**src/rtl/online_r4_pkg.sv**
```systemverilog
// Shared definitions for the radix-4 online arithmetic slice (subtractor,
// on-the-fly converter, board tester).
package online_r4_pkg;

  localparam int C = 3;

  typedef logic signed [C-1:0] digit_t;

  localparam digit_t DIG_INVALID = 3'b100;

  typedef enum logic [1:0] {
    ST_IDLE,
    ST_SKIP,
    ST_ACC,
    ST_DONE
  } otf_state_e;

endpackage

```
**src/rtl/otf_step_r4.sv**
```systemverilog
// One Ercegovac on-the-fly conversion step: appends a signed radix-4 digit
// to the Q/QM pair using only shifts and muxes.
module otf_step_r4
  import online_r4_pkg::*;
#(
  parameter int W = 15
) (
  input  logic [W-1:0] q_in,
  input  logic [W-1:0] qm_in,
  input  digit_t       d,
  output logic [W-1:0] q_out,
  output logic [W-1:0] qm_out,
  output logic         illegal
);

  digit_t     dv;
  logic       neg;
  logic       pos;
  logic [1:0] lo;
  logic [1:0] lo_m1;

  // (4+d) mod 4 == d mod 4 and (3+d) mod 4 == (d-1) mod 4, so the appended
  // low bits are the same on both mux legs; only the source register differs.
  always_comb begin
    illegal = (d == DIG_INVALID);
    dv      = illegal ? digit_t'('0) : d;
    neg     = dv[C-1];
    pos     = !neg && (dv != digit_t'('0));
    lo      = dv[1:0];
    lo_m1   = lo - 2'd1;
    q_out   = neg ? {qm_in[W-3:0], lo}    : {q_in[W-3:0], lo};
    qm_out  = pos ? {q_in[W-3:0], lo_m1}  : {qm_in[W-3:0], lo_m1};
  end

endmodule

```
**src/rtl/otf_converter_r4.sv**
```systemverilog
// Converts the MSD-first signed radix-4 stream from online_sub_r4 into a
// registered two's-complement integer without a carry-propagate adder.
module otf_converter_r4
  import online_r4_pkg::*;
#(
  parameter  int N    = 7,
  parameter  int SKIP = 2,
  localparam int W    = 2*N+1,
  localparam int CW   = $clog2(N+SKIP+1)
) (
  input  logic                clk,
  input  logic                reset,
  input  logic                start,
  input  logic                en,
  input  logic [C-1:0]        zi,
  output logic signed [W-1:0] q,
  output logic                valid,
  output logic                busy,
  output logic                err,
  output logic [CW-1:0]       count
);

  otf_state_e  state_q, state_d;
  logic [W-1:0]  acc_q, acc_d;
  logic [W-1:0]  accm_q, accm_d;
  logic [W-1:0]  q_q, q_d;
  logic [CW-1:0] count_q, count_d;
  logic          valid_q, valid_d;
  logic          busy_q, busy_d;
  logic          err_q, err_d;

  logic [W-1:0] step_q;
  logic [W-1:0] step_qm;
  logic         step_illegal;

  otf_step_r4 #(.W(W)) u_step (
    .q_in    (acc_q),
    .qm_in   (accm_q),
    .d       (digit_t'(zi)),
    .q_out   (step_q),
    .qm_out  (step_qm),
    .illegal (step_illegal)
  );

  always_comb begin
    state_d = state_q;
    acc_d   = acc_q;
    accm_d  = accm_q;
    q_d     = q_q;
    count_d = count_q;
    valid_d = valid_q;
    busy_d  = busy_q;
    err_d   = err_q;
    if (start) begin
      state_d = (SKIP == 0) ? ST_ACC : ST_SKIP;
      acc_d   = '0;
      accm_d  = '1;
      q_d     = '0;
      count_d = '0;
      valid_d = 1'b0;
      busy_d  = 1'b1;
      err_d   = 1'b0;
    end else if (en) begin
      case (state_q)
        ST_SKIP: begin
          count_d = count_q + CW'(1);
          if (count_q == CW'(SKIP-1)) state_d = ST_ACC;
        end
        ST_ACC: begin
          acc_d   = step_q;
          accm_d  = step_qm;
          count_d = count_q + CW'(1);
          if (step_illegal) err_d = 1'b1;
          if (count_q == CW'(SKIP+N-1)) begin
            state_d = ST_DONE;
            valid_d = 1'b1;
            busy_d  = 1'b0;
            q_d     = step_q;
          end
        end
        default: ;
      endcase
    end
  end

  always_ff @(posedge clk or posedge reset) begin
    if (reset) begin
      state_q <= ST_IDLE;
      acc_q   <= '0;
      accm_q  <= '1;
      q_q     <= '0;
      count_q <= '0;
      valid_q <= 1'b0;
      busy_q  <= 1'b0;
      err_q   <= 1'b0;
    end else begin
      state_q <= state_d;
      acc_q   <= acc_d;
      accm_q  <= accm_d;
      q_q     <= q_d;
      count_q <= count_d;
      valid_q <= valid_d;
      busy_q  <= busy_d;
      err_q   <= err_d;
    end
  end

  assign q     = q_q;
  assign valid = valid_q;
  assign busy  = busy_q;
  assign err   = err_q;
  assign count = count_q;

endmodule

```
**config.mk**
```make
export PLATFORM = sky130hd
export DESIGN_NAME = otf_converter_r4
export DESIGN_NICKNAME = d
export VERILOG_FILES = /design/src/rtl/online_r4_pkg.sv /design/src/rtl/otf_step_r4.sv /design/src/rtl/otf_converter_r4.sv
export SDC_FILE = /design/constraint.sdc
export NUM_CORES = 1
export LEC_CHECK = 0
export ABC_AREA = 1
export ABC_CLOCK_PERIOD_IN_PS = 2350
export CAP_MARGIN = 20
export CORE_ASPECT_RATIO = 1.5
export CORE_MARGIN = 2
export CORE_UTILIZATION = 55
export CTS_CLUSTER_SIZE = 10
export DETAILED_ROUTE_END_ITERATION = 8
export DONT_BUFFER_PORTS = 1
export PLACE_DENSITY_LB_ADDON = 0.15
export SYNTH_ARGS = -nofsm -noshare
export SYNTH_HDL_FRONTEND = slang
export SYNTH_SLANG_ARGS = --single-unit
```
**constraint.sdc**
```tcl
create_clock -name clk -period 2.35 [get_ports clk]
set_clock_uncertainty 0.2 [all_clocks]
set_input_delay 0.705 -clock clk [delete_from_list [all_inputs] [get_ports clk]]
set_output_delay 0.705 -clock clk [all_outputs]
set_load 0.03 [all_outputs]
```
Fig. 1: where the registers sit
Drawn at 4 px/µm. Other sequential cells in the stronger gray, the rest of the logic in the fainter gray.
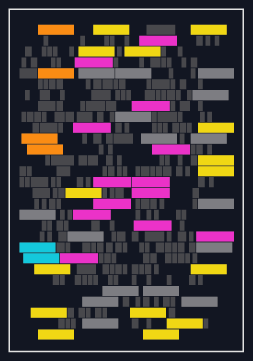
Key: count = orange [flops 4]; q = yellow [flops 15, where all over the die]; state_q = cyan [flops 2]; accm_q = magenta [flops 13]
Another 16 sequential cells are not colored.
Seq area share: 0.503
Reg area: 1270 µm²

Fig. 2: cell sizes after repair
Drawn at 6 px/µm.
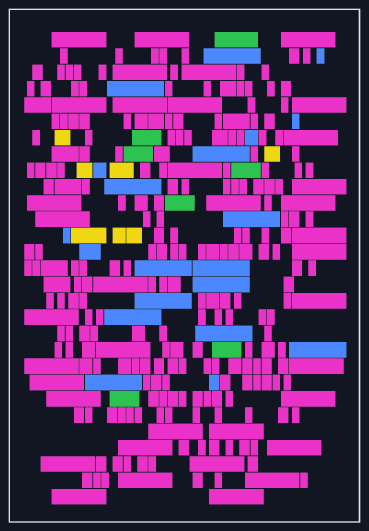
Key: _0 and _1 cells = magenta [cells 255, share 88%, most used nand2_1]; _2 cells = blue [cells 20, share 6.9%, most used dfstp_2]; _3 and _4 cells = yellow [cells 7, share 2.4%, most used buf_4]; _6 and larger = green [cells 7, share 2.4%, most used clkbuf_8]

Fig. 3: routed metal per tile
Drawn at 4 px/µm. The die is cut into 12 by 17 equal tiles; black is low, pale yellow is high, scaled to the fullest tile. Values are wire area over tile area, all layers added.
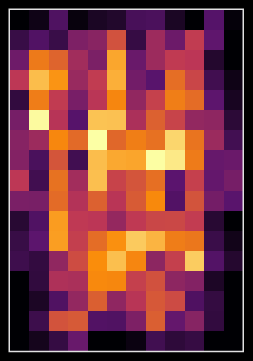
The mean over all tiles is 0.15. 8.3% of the tiles are nearly empty. The densest ninth of the die: center. The fullest tile reaches 0.37.
Via Count: 1780
DR WL/cell: 14.1 µm
total track usage: 0.215

==> impl_metrics.tcl <==
# implementation run metrics
set metrics [dict create \
    status "finished, final reports clean" \
    io_pins 29 \
    grt_max_degree 32 \
    nClkBuffers 7 \
    cts_tree "built" \
    final.period_utilization 0.822 \
    worst_path_largest_cell_delay_ps 580 \
    tightestPinTransition_ps 429 \
    ff_type "dfrtp_1" \
    drt_iter0_markers 58 \
    maxSlewHeadroom 0.713 \
    layout_top_cells "92 x nand2_1, 37 x inv_1, 37 x dfrtp_1" \
    critPathArrivalTime_ps 1960 \
    die_h_um 85.2 \
    logic_gate_count 185 \
    cp-start-kind "register" \
    fill_cells 389 \
    cp_slowest_cell "dfrtp_1" \
    max_freq_ghz 0.518 \
    drc_errors 0 \
    coreArea_um2 4250 \
    clock_sinks 50 \
    areaGrowthSynthToFinish_pct 4.30 \
    hold_violations 0 \
    clockBufferDepth 2 \
    drv_slew 0 \
    top_area_cell "dfrtp_1" \
    inverters_excl_clock 41 \
    edf_count 0 \
    tapcell.inserted 46 \
    flop-count 50 \
    avgSynthCellArea_um2 8.36 \
    period_needed_ps 1930 \
    post_cts_resized 0 \
    powerDensity_nw_per_um2 890 \
    gp_congestion 0.780 \
    yosysUniqueCellTypes 24 \
    worstSkewPairLatency_ps 300 \
    drive_gt1_frac 0.118 \
    finalSetupViolations 0 \
    root_buffer "clkbuf_8" \
    p_leak_nw 1.24 \
    syn-num-nets 302 \
    n_all_buffers 5 \
    syn_area_um2 2420 \
    critical_path_buf_inv_count 1 \
    die_width_um 58.1 \
    power_mw 2.24 \
    overflow 0 \
    critPathCaptureType "register" \
    ys_cells 289 \
    critPathRequiredTime_ps 2380 \
    viasPerCell 5.31 \
    clk_share 0.0362 \
    ys_area_um2 2420 \
    fin_setup_tns_ps 0 \
    min_path_type "input port to asynchronous set/reset pin" \
    final_common_cell "nand2_1" \
    cap_violations 0 \
    grt_setup_unrepaired "no" \
    htree_levels 2 \
    routed_wl_um 4730 \
    antenna_found_initial 0 \
    worstSetupPathType "register to register" \
    clkTransAtPathRegs_ps 90 \
    crit_family "simple AND/OR/NAND/NOR gates" \
    yosys.cell_count.top_type "nand2_1" \
    postSynthSeqShare 0.524 \
    area_leaders "dfrtp_1 38%, nand2_1 14%, dfstp_2 14%, inv_1 5.9%, o21ai_0 5.4%" \
    peakVddDrop_uv 647 \
    yosys_warnings 0 \
    ant_nets 0 \
    antenna_cells 0 \
    top_cells_by_count "92 x nand2_1, 38 x inv_1, 37 x dfrtp_1" \
    bufAreaShareNonClock 0.0199 \
    comb_area_um2 898 \
    synth_async_sr_flop_share 1.00 \
    portBuffers 0 \
    final_net_count 301 \
    grt_first_pass_wirelength_um 8190 \
    dp_hpwl_um 3360 \
    dr.pass1.iters 4 \
    cp_cell_sequence "inv_1, ha_1, nand3_1, nand2_2, nand2_4, nand2_1, o21ai_1" \
    grt_pass1_vias 1841 \
    synth-seq-cells 50 \
    largest_class "registers" \
    openroad.warnings 29 \
    chip_area_um2 4950 \
    cts-buffers-inserted 5 \
    syn_inst 289 \
    fp_util 0.569 \
    rows 29 \
    sh_comb_area 0.356 \
    cts_hold_buf 0 \
    post-cts-setup-buffer-count 0 \
    critPathMaxFanout 30 \
    top_area_frac 0.383 \
]
==> worst paths after layout <==
check	slack, ps	cells after the start	from	end
worst min register to register	320	2	state_q[1]$_DFFE_PP0P_	state_q[1]$_DFFE_PP0P_
worst max-delay path	420	7	count[0]$_DFFE_PP0P_	q[6]$_DFFE_PP0P_
worst min-delay path	70	1	reset	q[0]$_DFFE_PP0P_
min in group clk	240	1	zi[0]	accm_q[0]$_DFFE_PP1P_
worst max register to register	420	7	count[0]$_DFFE_PP0P_	q[6]$_DFFE_PP0P_
max in group asynchronous	1290	2	reset	accm_q[8]$_DFFE_PP1P_
==> power by group <==
part / internal (mW) / switching (mW) / total [mW]
clock network: 0.238 / 0.275 / 0.513
logic: 0.172 / 0.323 / 0.494
registers: 1.02 / 0.219 / 1.24
total: 1.43 / 0.817 / 2.24
==> routing by layer <==
layer  up-vias  track usage  share of wire
li1        918            -              -
met1       830        0.263           0.41
met2        26        0.375           0.54
met3         6       0.0396          0.036
met4         0       0.0698          0.013
met5         -            0              0
==> sequential cells by signal (all words and copies together), names as in the netlist <==
register and flops:
busy 1, acc_q 13, err 1, accm_q 13
count 4, q 15, state_q 2, valid 1
==> cell families (layout without fill, tap and decap cells) <==
group	after synthesis	count (layout)	synth area share
buffers and inverters	54	54	0.104
AOI/OAI and AO/OA	67	67	0.153
adders and majority gates	6	6	0.0311
DFF	50	50	0.524
and+or+nand+nor	112	112	0.187
==> stage by stage <==
stage                     cell area [µm²]   util  cells  setup slack (ps)  hold slack, ps
after detailed placement             2430  0.572    327               260             302
after global routing                 2520  0.594    335               215            97.1
after CTS                            2520  0.594    335               404            84.5
after global placement               2430  0.572    327               277             295
after floorplan                      2420      -    289               265             267
final                                2520  0.594    335               419            68.5
Power is estimated from default activity; no workload was simulated.
